===== config.mk =====
export PLATFORM = sky130hd
export DESIGN_NAME = rf
export DESIGN_NICKNAME = d
export VERILOG_FILES = /design/src/rtl/rf_pkg.sv /design/src/rtl/rf_read_port.sv /design/src/rtl/rf.sv
export SDC_FILE = /design/constraint.sdc
export NUM_CORES = 2
export LEC_CHECK = 0
export CELL_PAD_IN_SITES_DETAIL_PLACEMENT = 0
export CELL_PAD_IN_SITES_GLOBAL_PLACEMENT = 2
export CORE_ASPECT_RATIO = 0.75
export CORE_MARGIN = 2
export CORE_UTILIZATION = 41
export DETAILED_ROUTE_END_ITERATION = 7
export PLACE_DENSITY_LB_ADDON = 0.1
export SETUP_SLACK_MARGIN = 0.3
export SYNTH_ARGS = -nofsm -noshare
export SYNTH_HDL_FRONTEND = slang
export SYNTH_HIERARCHICAL = 1
export SYNTH_SLANG_ARGS = --single-unit

===== constraint.sdc =====
create_clock -name clk -period 2.3 [get_ports clk]
set_input_delay 0.23 -clock clk [delete_from_list [all_inputs] [get_ports clk]]
set_output_delay 0.23 -clock clk [all_outputs]
set_load 0.02 [all_outputs]

===== src/rtl/rf_pkg.sv =====
// Shared types and sizes for the 2R1W general-purpose register file.
// Optional write-through forwarding is enabled by defining RF_BYPASS_EN.
package rf_pkg;

    localparam int RF_WIDTH = 32;
    localparam int RF_NREG  = 32;
    localparam int RF_AW    = 5;

    typedef logic [RF_AW-1:0]    rf_addr_t;
    typedef logic [RF_WIDTH-1:0] rf_data_t;

endpackage


===== src/rtl/rf_read_port.sv =====
// One combinational read port: address decode, x0 zeroing and,
// when RF_BYPASS_EN is defined, same-cycle forwarding of write data.
module rf_read_port
    import rf_pkg::*;
#(
    parameter int WIDTH = RF_WIDTH,
    parameter int NREG  = RF_NREG
) (
    input  logic                        reset,
    input  logic                        w,
    input  rf_addr_t                    wn,
    input  logic [WIDTH-1:0]            wd,
    input  logic [NREG-1:0][WIDTH-1:0]  regs,
    input  rf_addr_t                    addr,
    output logic [WIDTH-1:0]            data
);

    logic [WIDTH-1:0] stored;
    logic             in_range;

    assign in_range = (32'(addr) < NREG);

    // Out-of-range addresses match no entry and fall through to zero
    always_comb begin
        stored = '0;
        for (int i = 0; i < NREG; i++) begin
            if (32'(addr) == i) begin
                stored = regs[i];
            end
        end
    end

`ifdef RF_BYPASS_EN
    logic hit;

    assign hit = !reset && w && (wn != '0) && (wn == addr) && in_range;

    always_comb begin
        data = '0;
        if (addr != '0 && in_range) begin
            data = hit ? wd : stored;
        end
    end
`else
    logic unused_bypass;

    assign unused_bypass = ^{reset, w, wn, wd};

    always_comb begin
        data = '0;
        if (addr != '0 && in_range) begin
            data = stored;
        end
    end
`endif

endmodule


===== src/rtl/rf.sv =====
// 32x32 register file, two combinational reads, one synchronous write.
// Define RF_BYPASS_EN to forward same-cycle write data to the read ports.
module rf
    import rf_pkg::*;
#(
    parameter int WIDTH = RF_WIDTH,
    parameter int NREG  = RF_NREG
) (
    input  logic             clk,
    input  logic             reset,
    output logic [WIDTH-1:0] rd1,
    output logic [WIDTH-1:0] rd2,
    input  rf_addr_t         rs1,
    input  rf_addr_t         rs2,
    input  rf_addr_t         wn,
    input  logic [WIDTH-1:0] wd,
    input  logic             w
);

    logic [NREG-1:0][WIDTH-1:0] regs;

    // Entry 0 is cleared by reset and never written, so x0 stays zero
    always_ff @(posedge clk) begin
        if (reset) begin
            regs <= '0;
        end else if (w) begin
            for (int i = 1; i < NREG; i++) begin
                if (32'(wn) == i) begin
                    regs[i] <= wd;
                end
            end
        end
    end

    rf_read_port #(
        .WIDTH (WIDTH),
        .NREG  (NREG)
    ) u_port1 (
        .reset (reset),
        .w     (w),
        .wn    (wn),
        .wd    (wd),
        .regs  (regs),
        .addr  (rs1),
        .data  (rd1)
    );

    rf_read_port #(
        .WIDTH (WIDTH),
        .NREG  (NREG)
    ) u_port2 (
        .reset (reset),
        .w     (w),
        .wn    (wn),
        .wd    (wd),
        .regs  (regs),
        .addr  (rs2),
        .data  (rd2)
    );

endmodule


==> qor.rpt <==
FINAL TIMING
------------------------------------------------------------------------------------------------------
Worst slew slack as a fraction of its limit .............................................        0.451
RSZ-0062 raised after global routing ....................................................         true
Worst path setup slack after routing ....................................................      -676 ps
Final number of hold-violating endpoints ................................................            0
Setup violations, final .................................................................           64
Min Tclk post-route .....................................................................      2980 ps
Final Cycle Share .......................................................................         1.29
Actual transition at the worst max-transition pin .......................................       816 ps
Hold slack final ........................................................................      43.1 ps
Setup Total Neg Slack ...................................................................    -31740 ps
Upper clock frequency limit .............................................................      336 MHz

SYNTH
------------------------------------------------------------------------------------------------------
Yosys synthesis chip area ...............................................................    56000 µm²
Yosys stat cell total ...................................................................         6016
Share of flip-flops with an asynchronous set or reset after synthesis ...................            0
Number of unique standard cell types used by synthesis ..................................           70
Synth logic family ...................................................................... multiplexers
Warning count from the yosys run ........................................................            6
XOR Share, Synth ........................................................................            0
Area fraction in full adders, half adders and majority gates ............................            0
Cell area after synthesis ...............................................................    56000 µm²
Most instantiated flip-flop cell in the synthesis netlist ............................... sky130_fd_sc_hd__dfxtp_1
Area fraction in mux cells ..............................................................        0.235
Mapped Avg Cell Area ....................................................................     9.32 µm²
Ao+oa area frac .........................................................................        0.175
Post-synthesis instance total ...........................................................         6016
Synth Seq Share .........................................................................        0.354

CELLS AND AREA
------------------------------------------------------------------------------------------------------
Fraction of final layout cells sized beyond drive strength 1 ............................        0.262
Number of nets in the layout ............................................................         6704
Max reg flops ...........................................................................          992
Register with the most flip-flops .......................................................         regs
Largest registers ranked by flip-flop count ............................................. regs: 992 flops
Commonest cells after routing, fill and taps aside ...................................... sky130_fd_sc_hd__mux2i_1, sky130_fd_sc_hd__nand2b_1, sky130_fd_sc_hd__dfxtp_1

POWER AND IR DROP
------------------------------------------------------------------------------------------------------
Leakage power ...........................................................................    0.0327 µW
Largest voltage drop on the vdd net .....................................................     0.627 mV
Part of the total power dissipated in combinational logic ...............................        0.133
Total power per unit cell area ..........................................................   592 nW/µm²
Net Switching ...........................................................................     11500 µW
Design internal power ...................................................................     31500 µW

ROUTING
------------------------------------------------------------------------------------------------------
Number of DRC markers after the initial detailed-route iteration ........................         6477
Routed wire length ......................................................................    265000 µm
Antenna Violating Nets Remaining ........................................................            0
Routed vias/inst ........................................................................         6.11
Number of remaining DRC errors ..........................................................            0
Count of TritonRoute iterations in the first routing pass ...............................            6
Routed length per instance ..............................................................      31.0 µm

CLOCK NETWORK
------------------------------------------------------------------------------------------------------
Deepest level of the CTS H-tree .........................................................            3
Clock tree from TritonCTS ...............................................................          yes
Clock transition at the register clock pins on the worst setup and hold paths after CTS .        70 ps
Clock tree root buffer cell ............................................................. sky130_fd_sc_hd__clkbuf_16
Number of sinks on the clock net ........................................................          992
Deepest clock path buffer count .........................................................            3
Inserted Clock Buffers ..................................................................          109

PLACE
------------------------------------------------------------------------------------------------------
Total placed cells including tap cells ..................................................         8224
Count of port buffers added during placement ............................................          113
Place WS ................................................................................     -1500 ps
Placer Congestion .......................................................................        0.992
HPWL after detailed placement ...........................................................    190000 µm

WORST SETUP PATH
------------------------------------------------------------------------------------------------------
Sort of element at the start of the critical path .......................................     register
Top fanout value on the critical path ...................................................            2
Worst-case reg-to-reg path depth ........................................................            3
Slowest stage cell on the critical path ................................................. sky130_fd_sc_hd__dfxtp_2
Critical path's largest stage delay .....................................................       330 ps
Kind of end point of the critical path ..................................................  output port
Ordered cell list for the critical path ................................................. buf_6 -> mux2i_1 -> o221ai_2 -> a21oi_2 -> a2111oi_4 -> buf_4 -> a2111oi_4 -> buf_4 -> o22ai_4 -> buf_6
Slack of the worst reg-to-reg path ......................................................      1420 ps
Capture point of the worst reg-to-reg path .............................................. regs[554]$_SDFFE_PP0P_
Signal arrival time at the worst endpoint ...............................................      2750 ps

DIE
------------------------------------------------------------------------------------------------------
Die height ..............................................................................       324 µm
Core utilization before placement .......................................................        0.413
Floorplan die width .....................................................................       431 µm
Total number of placement rows ..........................................................          117
Placeable core region ...................................................................   136000 µm²

MIN PATH
------------------------------------------------------------------------------------------------------
Capture endpoint of the worst hold path ................................................. regs[123]$_SDFFE_PP0P_
Tightest Hold Check Type ................................................................    in -> reg
Number of stages on the worst hold path .................................................            3
Critical hold path startpoint ...........................................................        reset

GLOBAL ROUTE
------------------------------------------------------------------------------------------------------
Overall overflow remaining after global route ...........................................            0
Initial antenna violation count .........................................................            7
Wire length of the first global-routing pass ............................................    371000 µm
Number of global-route vias before repair ...............................................        49000
Largest net degree at the start of global routing .......................................          100

FLOW RUN
------------------------------------------------------------------------------------------------------
Max Cap Violations ......................................................................            0
Stage-log warning count .................................................................           29

RUN STATUS
------------------------------------------------------------------------------------------------------
Status .................................................................................. complete, but fails checks
Violations in the final reports ......................................................... negative setup slack

cells by family (layout without fill, tap and decap cells):
logic type | Yosys count | count (layout)
AOI/OAI and AO/OA | 1416 | 1416
buffers and inverters | 676 | 1341
DFF | 992 | 992
muxes | 1266 | 1266
other | 1 | 64
and+or+nand+nor | 1665 | 1665
synthesized netlist by cell type, drive strengths merged (44+ instances only):
| cell type | count | area (µm²) |
|---|---|---|
| inv | 52 | 195 |
| nor2 | 213 | 857 |
| o21ai | 204 | 1020 |
| clkbuf | 276 | 1040 |
| o2111ai | 44 | 385 |
| dfxtp | 992 | 19900 |
| a22oi | 326 | 2450 |
| a22o | 48 | 420 |
| buf | 348 | 2300 |
| a21oi | 314 | 1580 |
| a211oi | 46 | 345 |
| mux2i | 1224 | 12300 |
| a221oi | 56 | 490 |
| nand2b | 1046 | 6540 |
| o2bb2ai | 58 | 508 |
| nand4 | 50 | 313 |
| o22ai | 58 | 363 |
| nand2 | 180 | 771 |
layer usage:
layer / wire length, µm / part of all wire / vias up / global-route usage
li1: - / - / 23000 / -
met2: 106000 / 0.40 / 2650 / 0.513
met5: 0 / 0 / - / 0
met3: 27200 / 0.10 / 429 / 0.0860
met1: 122000 / 0.46 / 26100 / 0.545
met4: 9640 / 0.036 / 0 / 0.113
power groups by stage:
stage                     registers [µW]  clock network [µW]  logic [µW]
after floorplan                    17800                   0        2470
after global placement             17800                   0        5000
after detailed placement           17800                   0        5010
after CTS                          17400               20100        5400
after global routing               17400               20800        5840
final                              17400               19900        5730
final cells by class:
cell class / instances / area, µm²
Sequential cell: 992 / 20000
Fill cell: 12300 / 63000
Timing Repair Buffer: 1088 / 11100
Clock buffer: 148 / 3150
Multi-Input combinational cell: 4411 / 35300
Tap cell: 1785 / 2230
Inverter: 52 / 195
Clock inverter: 53 / 807
what timing repair did:
action | CTS | global route
setup buffers | 56 | 43
pin swaps | 191 | 118
resized | 650 | 190
cloned | 2 | 3
hold buffers | 0 | 0
setup endpoints to repair | 64 | 64
metrics by stage:
step	cell area [µm²]	power, µW
finish	72700	43000
detailed placement	65000	22800
global route	72700	44000
CTS	71500	42900
global placement	65000	22800
floorplan	56600	20200
how the worst max path moves through the flow:
| stage | slack (ps) | from | cells after the start | end |
|---|---|---|---|---|
| 4_1_cts | -800 | regs[70]$_SDFFE_PP0P_ | 9 | rd1[6] |
| 2_1_floorplan | 260 | rs1[0] | 9 | rd1[11] |
| 6_report | -680 | regs[171]$_SDFFE_PP0P_ | 10 | rd2[11] |
| 3_3_place_gp | -1670 | rs1[0] | 11 | rd1[11] |
| 5_1_grt | -740 | regs[449]$_SDFFE_PP0P_ | 10 | rd2[1] |
| 3_5_place_dp | -1500 | rs1[0] | 11 | rd1[1] |
### Logic cells by family

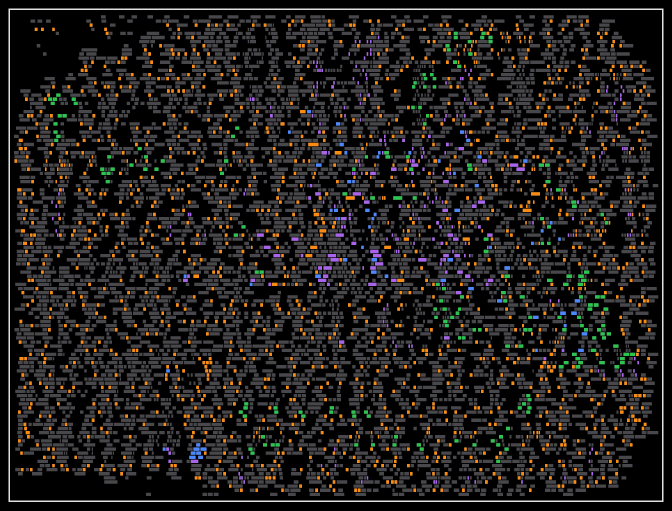
Blue is AND and OR gates, cells 61. Orange is NAND gates, cells 1334, where spread over the die. Green is AND-OR and OR-AND gates, cells 186, where spread over the die. Purple is NOR gates, cells 270.
logic gate fraction of the total cell area: 0.485
final non-filler cell total: 8529
most numerous logic cell after layout: sky130_fd_sc_hd__mux2i_1

### Clock distribution

Bar = 100 µm.
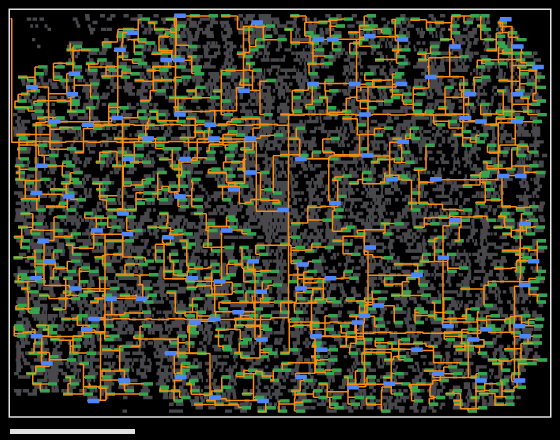
Blue is clock drivers, count 109. Green is flip-flops, count 992. Orange is clock wires, length 15000 µm.
There are 110 routed clock nets. Position of the flops: spread over the die.
power share of the clock group: 0.462
clk ins delay skew pair: 750 ps
Fin Clk Skew: 0 ps

### Hierarchy map

Bar = 100 µm. Other cells in gray.
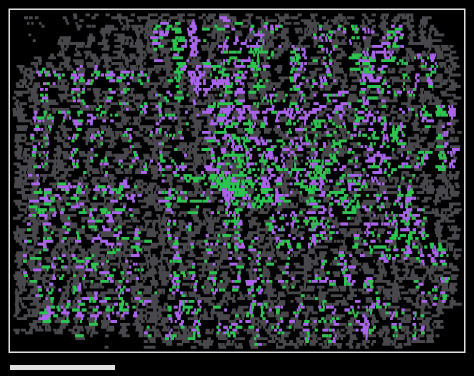
Purple is u_port1, cells 1579, where spread over the die. Green is u_port2, cells 1573, where spread over the die.
final core utilization: 0.536
Die ar.: 140000 µm²

### Cell classes on the final placement

Bar = 100 µm.
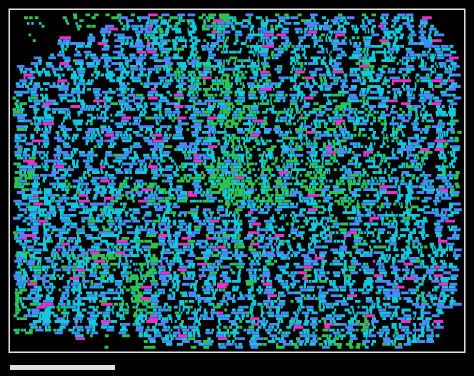
Magenta is clock drivers and dummy loads, cells 201, share of their area 5.6%. Blue is flops, cells 992, share of their area 28%. Green is other buffers and delay cells, cells 1088, share of their area 16%. Cyan is combinational and other logic, cells 4463, share of their area 50%.

### Track usage over the die

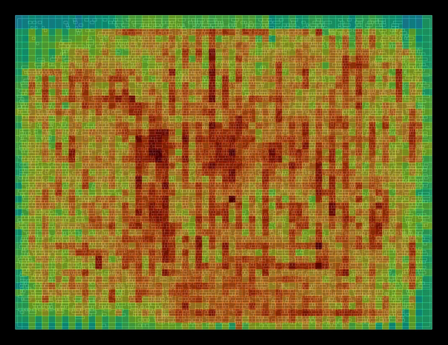
M1 GR Usage: 0.545
GR Util All Layers: 0.365

No activity file was given, so power comes from the tool's default toggle rates.
